--- src/rtl/serial_frame_receive.sv ---
// rtl/serial_frame_receive.sv - byte-stream deframer committing fixed-length payloads atomically
// Raw or sync-framed input with optional XOR checksum, inter-byte timeout and saturating error counters.
module serial_frame_receive #(
  parameter int         PAYLOAD_BYTES  = 44,
  parameter bit         FRAMED         = 1'b0,
  parameter logic [7:0] SYNC_BYTE      = 8'hA5,
  parameter bit         CHECKSUM_EN    = 1'b0,
  parameter int         TIMEOUT_CYCLES = 8388608
) (
  input  logic                       clk,
  input  logic                       rst,
  input  logic [7:0]                 rx_data,
  input  logic                       rx_valid,
  output logic [8*PAYLOAD_BYTES-1:0] payload,
  output logic                       load_flag,
  output logic                       load_pulse,
  output logic                       busy,
  output logic [7:0]                 csum_err_cnt,
  output logic [7:0]                 timeout_cnt
);

  localparam int W         = 8 * PAYLOAD_BYTES;
  localparam int CW        = $clog2(PAYLOAD_BYTES + 1);
  localparam int IW        = $clog2(TIMEOUT_CYCLES + 1);
  localparam bit USE_CHECK = FRAMED && CHECKSUM_EN;

  typedef enum logic [1:0] {IDLE, DATA, CHECK, COMMIT} state_t;

  state_t         state, state_n;
  logic [W-1:0]   shift_buf, shift_buf_n;
  logic [CW-1:0]  cnt, cnt_n;
  logic [7:0]     csum, csum_n;
  logic [IW-1:0]  idle_cnt, idle_n;
  logic           commit, csum_err, timeout;

  always_comb begin
    state_n     = state;
    shift_buf_n = shift_buf;
    cnt_n       = cnt;
    csum_n      = csum;
    idle_n      = '0;
    commit      = 1'b0;
    csum_err    = 1'b0;
    timeout     = 1'b0;
    case (state)
      IDLE, COMMIT: begin
        // A byte landing in the COMMIT cycle is treated exactly like one arriving in IDLE.
        if (state == COMMIT) begin
          commit  = 1'b1;
          state_n = IDLE;
        end
        if (rx_valid) begin
          if (!FRAMED) begin
            shift_buf_n = (shift_buf << 8) | W'(rx_data);
            cnt_n       = CW'(1);
            csum_n      = rx_data;
            state_n     = (PAYLOAD_BYTES == 1) ? COMMIT : DATA;
          end else if (rx_data == SYNC_BYTE) begin
            cnt_n   = '0;
            csum_n  = '0;
            state_n = DATA;
          end
        end
      end
      DATA: begin
        if (rx_valid) begin
          shift_buf_n = (shift_buf << 8) | W'(rx_data);
          cnt_n       = cnt + CW'(1);
          csum_n      = csum ^ rx_data;
          if (cnt + CW'(1) == CW'(PAYLOAD_BYTES))
            state_n = USE_CHECK ? CHECK : COMMIT;
        end else if (idle_cnt == IW'(TIMEOUT_CYCLES - 1)) begin
          state_n = IDLE;
          timeout = 1'b1;
        end else begin
          idle_n = idle_cnt + IW'(1);
        end
      end
      CHECK: begin
        if (rx_valid) begin
          if (rx_data == csum) begin
            state_n = COMMIT;
          end else begin
            state_n  = IDLE;
            csum_err = 1'b1;
          end
        end else if (idle_cnt == IW'(TIMEOUT_CYCLES - 1)) begin
          state_n = IDLE;
          timeout = 1'b1;
        end else begin
          idle_n = idle_cnt + IW'(1);
        end
      end
      default: state_n = IDLE;
    endcase
  end

  always_ff @(posedge clk) begin
    if (rst) begin
      state        <= IDLE;
      shift_buf    <= '0;
      cnt          <= '0;
      csum         <= '0;
      idle_cnt     <= '0;
      payload      <= '0;
      load_flag    <= 1'b0;
      load_pulse   <= 1'b0;
      csum_err_cnt <= '0;
      timeout_cnt  <= '0;
    end else begin
      state      <= state_n;
      shift_buf  <= shift_buf_n;
      cnt        <= cnt_n;
      csum       <= csum_n;
      idle_cnt   <= idle_n;
      load_pulse <= commit;
      if (commit) begin
        payload   <= shift_buf;
        load_flag <= ~load_flag;
      end
      if (csum_err && csum_err_cnt != 8'hFF)
        csum_err_cnt <= csum_err_cnt + 8'd1;
      if (timeout && timeout_cnt != 8'hFF)
        timeout_cnt <= timeout_cnt + 8'd1;
    end
  end

  // Held through the load_pulse cycle so busy drops together with the pulse.
  assign busy = (state != IDLE) || load_pulse;

endmodule
--- config.mk ---
export PLATFORM = sky130hd
export DESIGN_NAME = serial_frame_receive
export DESIGN_NICKNAME = d
export VERILOG_FILES = /design/src/rtl/serial_frame_receive.sv
export SDC_FILE = /design/constraint.sdc
export NUM_CORES = 2
export LEC_CHECK = 0
export CAP_MARGIN = 20
export CORE_MARGIN = 4
export CORE_UTILIZATION = 35
export DETAILED_ROUTE_END_ITERATION = 8
export SETUP_SLACK_MARGIN = 0.15
export SLEW_MARGIN = 30
export SYNTH_ARGS = -nofsm -noshare
export SYNTH_HDL_FRONTEND = slang
export SYNTH_SLANG_ARGS = --single-unit
--- constraint.sdc ---
create_clock -name clk -period 6.75 [get_ports clk]
set_clock_uncertainty 0.2 [all_clocks]
set_input_delay 1.6875 -clock clk [delete_from_list [all_inputs] [get_ports clk]]
set_output_delay 1.6875 -clock clk [all_outputs]
set_load 0.05 [all_outputs]
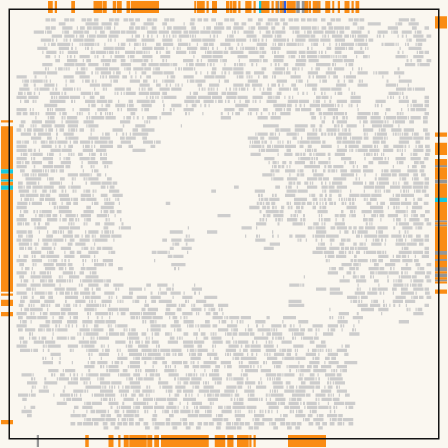
pinout.png
Scale: 1.5 px per um. Pins as bars across the die edge, other pins in grey.
Key: cyan = rx_data [pins 8, direction input, edge 5 west, 2 east, 1 north]; blue = busy [pins 1, direction output, edge north]; orange = payload [pins 352, direction output, edge 109 south, 96 north, 85 west, 62 east]
width of the chip: 285 um
count of input and output buffers: 381
die height: 285 um

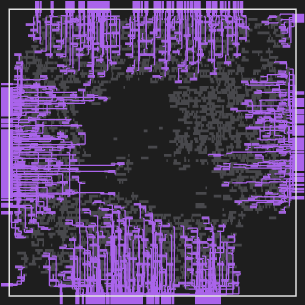
port_trees.png
Scale: 1 px per um.
Key: purple = payload [bits 352, direction output, edge 109 south, 96 north, 85 west, 62 east, end cells 352, wire 17800 um]
number of ports placed on the die boundary: 382

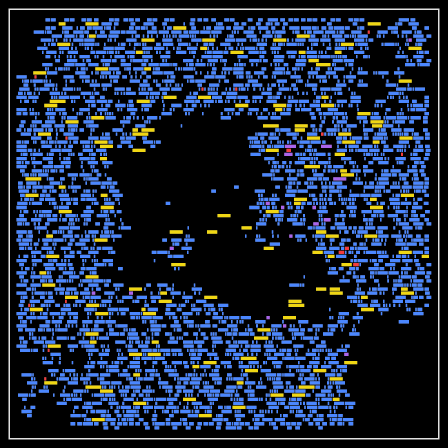
sizing.png
Scale: 1.5 px per um.
Key: yellow = x6 and larger [cells 140]; blue = x1 and smaller [cells 3166]; red = x2 [cells 15]; purple = x3 and x4 [cells 17]
Buffers excl. clock: 398
post-route cell area: 34600 sq um
fin worst setup slack: 2.53 ns

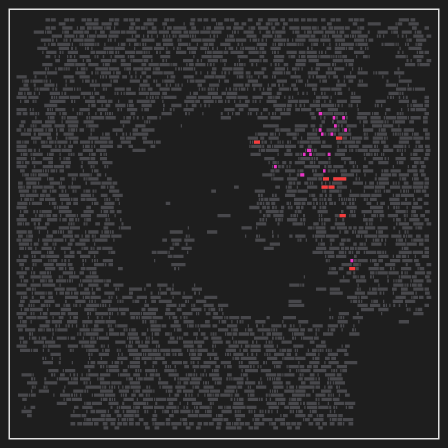
gates.png
Scale: 1.5 px per um.
Key: red = fa/ha/maj cells [cells 8, where east]; magenta = and/or cells [cells 16]
Top cell excl fill/tap: dfxtp_1
number of standard cells in the final layout excluding fillers: 4369

==> summary.rpt <==
IMPLEMENTATION SUMMARY REPORT
----------------------------------------------------
[Outcome]
  Run status ........................ completed

[Detailed routing]
  Via Count ........................ 20309
  Routed wire per std cell ........................ 16.0 um
  Count of TritonRoute iterations in the first routing pass ........................ 5
  Number of design rule violations left after detail routing ........................ 0
  Antenna violation net count after detailed routing ........................ 0
  DR iter-0 viols ........................ 1376
  Via density per instance ........................ 4.65
  Detailed-route wire length ........................ 69.7 mm

[Global routing]
  GRT Resource Usage Total ........................ 16.4%
  First-pass GRT wire length ........................ 110 mm
  Overall overflow remaining after global route ........................ 0
  Initial antenna violation count ........................ 4
  Via count of the first global-routing pass ........................ 18865
  Maximum number of pins on one net before global-route repair ........................ 232

[Placement]
  Number of cells after detailed placement ........................ 4209
  Total half-perimeter wirelength after legalization and detailed placement ........................ 43.0 mm
  Place WS ........................ 2.19 ns
  Final RePlAce weighted congestion ........................ 0.759
  Cell area after placement ........................ 31500 sq um

[Yosys]
  Mean instance size in the synthesized netlist ........................ 9.00 sq um
  Yosys cell types ........................ 48
  Area share of the largest cell type after synthesis ........................ 56.7%
  Seq share, synth ........................ 56.7%
  Number of flops mapped to enable cells by yosys ........................ 0
  Flops out of synthesis ........................ 762
  Total standard cell area after synthesis ........................ 26900 sq um
  Asr flop ratio synth ........................ 0%
  Library cell with the largest summed area after synthesis ........................ dfxtp_1
  Cell total in the yosys stat output ........................ 2990
  Number of instances in the synthesized netlist ........................ 2990
  Synthesized netlist net count ........................ 3009
  Yosys stat chip area ........................ 26900 sq um
  Dominant synthesized flop cell ........................ dfxtp_1
  Top cells by area ........................ dfxtp_1, mux2i_1, nand2_1, a21oi_1, nor2_1
  Yosys warnings ........................ 0

[Critical path]
  Crit path capture type ........................ output pin
  Reg2reg setup slack ........................ 3.90 ns
  Capture point of the worst reg-to-reg path ........................ payload[248]$_SDFFE_PP0P_
  Crit. Startpoint ........................ state[0]$_SDFFE_PP0P_
  Termination of the worst setup path ........................ busy
  Worst R2R Start ........................ state[0]$_SDFFE_PP0P_
  Data arrival at the endpoint of the critical path ........................ 2.33 ns
  Worst Reg-to-Reg Cells ........................ 5
  Crit Path Class ........................ register to output pin
  Worst endpoint required time ........................ 4.86 ns
  Crit-path max FO ........................ 4
  CP Launch Type ........................ register

[Clock tree]
  Root buffer cell ........................ clkbuf_16
  Depth of the CTS H-tree ........................ 3
  TritonCTS clock tree ........................ yes
  Clock Sinks ........................ 762
  Number of buffers inserted for hold repair after clock tree synthesis ........................ 0
  CTS Buffer Depth ........................ 3
  Count of buffers added by post-CTS timing repair for setup ........................ 0
  # resized after CTS ........................ 0
  Total CTS buffers ........................ 83
  Latency at later pin ........................ 0.63 ns
  Clock transition time at the flip-flop clock pins of the worst setup and hold paths ........................ 0.06 ns

[Finish]
  Area occupied by registers ........................ 15300 sq um
  Relative area change from synthesis to final layout ........................ 28.3%
  Most frequent logic cells in the routed design ........................ dfxtp_1, nand2_1, nor2_1
  Fraction of layout cells with a size suffix above 1 ........................ 5.15%
  Combinational cell area excluding buffers and inverters ........................ 10800 sq um
  Final core utilization ........................ 45.4%
  Fill cell total of the finished layout ........................ 7435
  Final Net Count ........................ 3286

[Power]
  Peak ir drop on the vdd network ........................ 0.176 mV
  Internal ........................ 7.47 mW
  Seq pwr share ........................ 47.2%
  Areal power density over the cells ........................ 277 nW/um^2
  Clk network pwr share ........................ 50.3%
  Part of the total power dissipated in combinational logic ........................ 2.5%
  Net switching power ........................ 2.10 mW
  Leakage power summed over all cells ........................ 11.2 nW
  Fraction of power spent switching nets ........................ 22.0%

[Floorplan]
  FP Rows ........................ 101
  Die area ........................ 81400 sq um
  Core footprint ........................ 76100 sq um
  Core utilization at floorplan ........................ 35.4%

[Final timing]
  Final period utilization ........................ 62.5%
  Worst slew margin ........................ 41.8%
  Maximum frequency from static timing analysis ........................ 237 MHz
  Unrepaired setup endpoints after global routing ........................ no
  Slew at the pin with the worst max-slew slack ........................ 0.874 ns
  Setup TNS ........................ 0 ns
  Number of slew-limit violations in the final report ........................ 0
  Number of endpoints with negative hold slack in the final report ........................ 0
  Minimum clock period ........................ 4.22 ns
  Setup-violating endpoint count in the final report ........................ 0

[Hold path]
  Hold_sp ........................ shift_buf[254]$_SDFFE_PP0P_
  Path class of the lowest-slack min-delay path ........................ register to register

[Job]
  Tool warnings ........................ 57
  Max capacitance violation total ........................ 0

----------------------------------------------------
state kept, by name, indices dropped and copies added (netlist names):
signal / count
cnt: 6
timeout_cnt: 8
load_pulse: 1
csum_err_cnt: 8
shift_buf: 352
idle_cnt: 24
state: 2
payload: 352
load_flag: 1
csum: 8
stage by stage:
stage | hold WS, ns | total power, mW
after floorplan | 0.230 | 4.79
after global placement | 0.245 | 4.86
after detailed placement | 0.249 | 4.86
after CTS | 0.250 | 9.73
after global routing | 0.272 | 9.93
final | 0.256 | 9.58
worst max-delay path, cell delays in order (launching register included):
cell and delay [ns]:
dfxtp_1 0.42, inv_1 0.09, ha_1 0.28, nand2b_1 0.10, clkdlybuf4s50_1 0.80
layer usage:
| layer | track usage, % | vias up | part of all wire (%) |
|---|---|---|---|
| met5 | 0 | - | 0.039 |
| met1 | 21.6 | 9432 | 45 |
| li1 | - | 10395 | - |
| met2 | 25.9 | 372 | 46 |
| met4 | 4.90 | 4 | 2.5 |
| met3 | 5.22 | 106 | 6.7 |
power groups by stage:
stage / Clock, mW / Sequential, mW / Combinational, mW
after global placement: 0 / 4.62 / 0.244
after detailed placement: 0 / 4.62 / 0.243
after floorplan: 0 / 4.62 / 0.172
after CTS: 4.96 / 4.52 / 0.243
after global routing: 5.14 / 4.52 / 0.266
final: 4.81 / 4.52 / 0.241
synthesized netlist by cell type (all sizes together), types with 13 or more instances:
| master | instances |
|---|---|
| dfxtp | 762 |
| nand2 | 727 |
| nor2 | 404 |
| a21oi | 373 |
| mux2i | 356 |
| clkbuf | 129 |
| buf | 77 |
| xor2 | 20 |
| nand3 | 18 |
| xnor2 | 14 |
| nand4 | 13 |
cell families (layout without fill, tap and decap cells):
| group | after synthesis | in the layout | share of synthesized area, % |
|---|---|---|---|
| simple gates | 1199 | 1199 | 17.4 |
| compound gates | 413 | 413 | 7.94 |
| buf+inv | 216 | 564 | 3.18 |
| xor+xnor | 34 | 34 | 1.11 |
| flops | 762 | 762 | 56.7 |
| fa+ha+maj | 8 | 8 | 0.372 |
| other cells | 0 | 1 | 0 |
| mux | 358 | 358 | 13.3 |
worst min-delay path by stage:
| stage | to | cells after the start | slack, ns |
|---|---|---|---|
| finish | shift_buf[262]$_SDFFE_PP0P_ | 2 | 0.26 |
| global route | shift_buf[345]$_SDFFE_PP0P_ | 2 | 0.27 |
| CTS | shift_buf[293]$_SDFFE_PP0P_ | 2 | 0.25 |
| detailed placement | idle_cnt[0]$_SDFF_PP0_ | 1 | 0.25 |
| global placement | shift_buf[351]$_SDFFE_PP0P_ | 2 | 0.25 |
| floorplan | idle_cnt[0]$_SDFF_PP0_ | 1 | 0.23 |
cell type report:
cell class | instances | area share, %
Tap cell | 1030 | 3.73
Multi-Input combinational cell | 2012 | 31.4
Clock inverter | 30 | 1.27
Clock buffer | 126 | 7.41
Antenna cell | 1 | 0.00724
Inverter | 10 | 0.109
Timing Repair Buffer | 398 | 12.0
Sequential cell | 762 | 44.1
Power figures rest on the tool's default switching activity, not on a simulated workload.
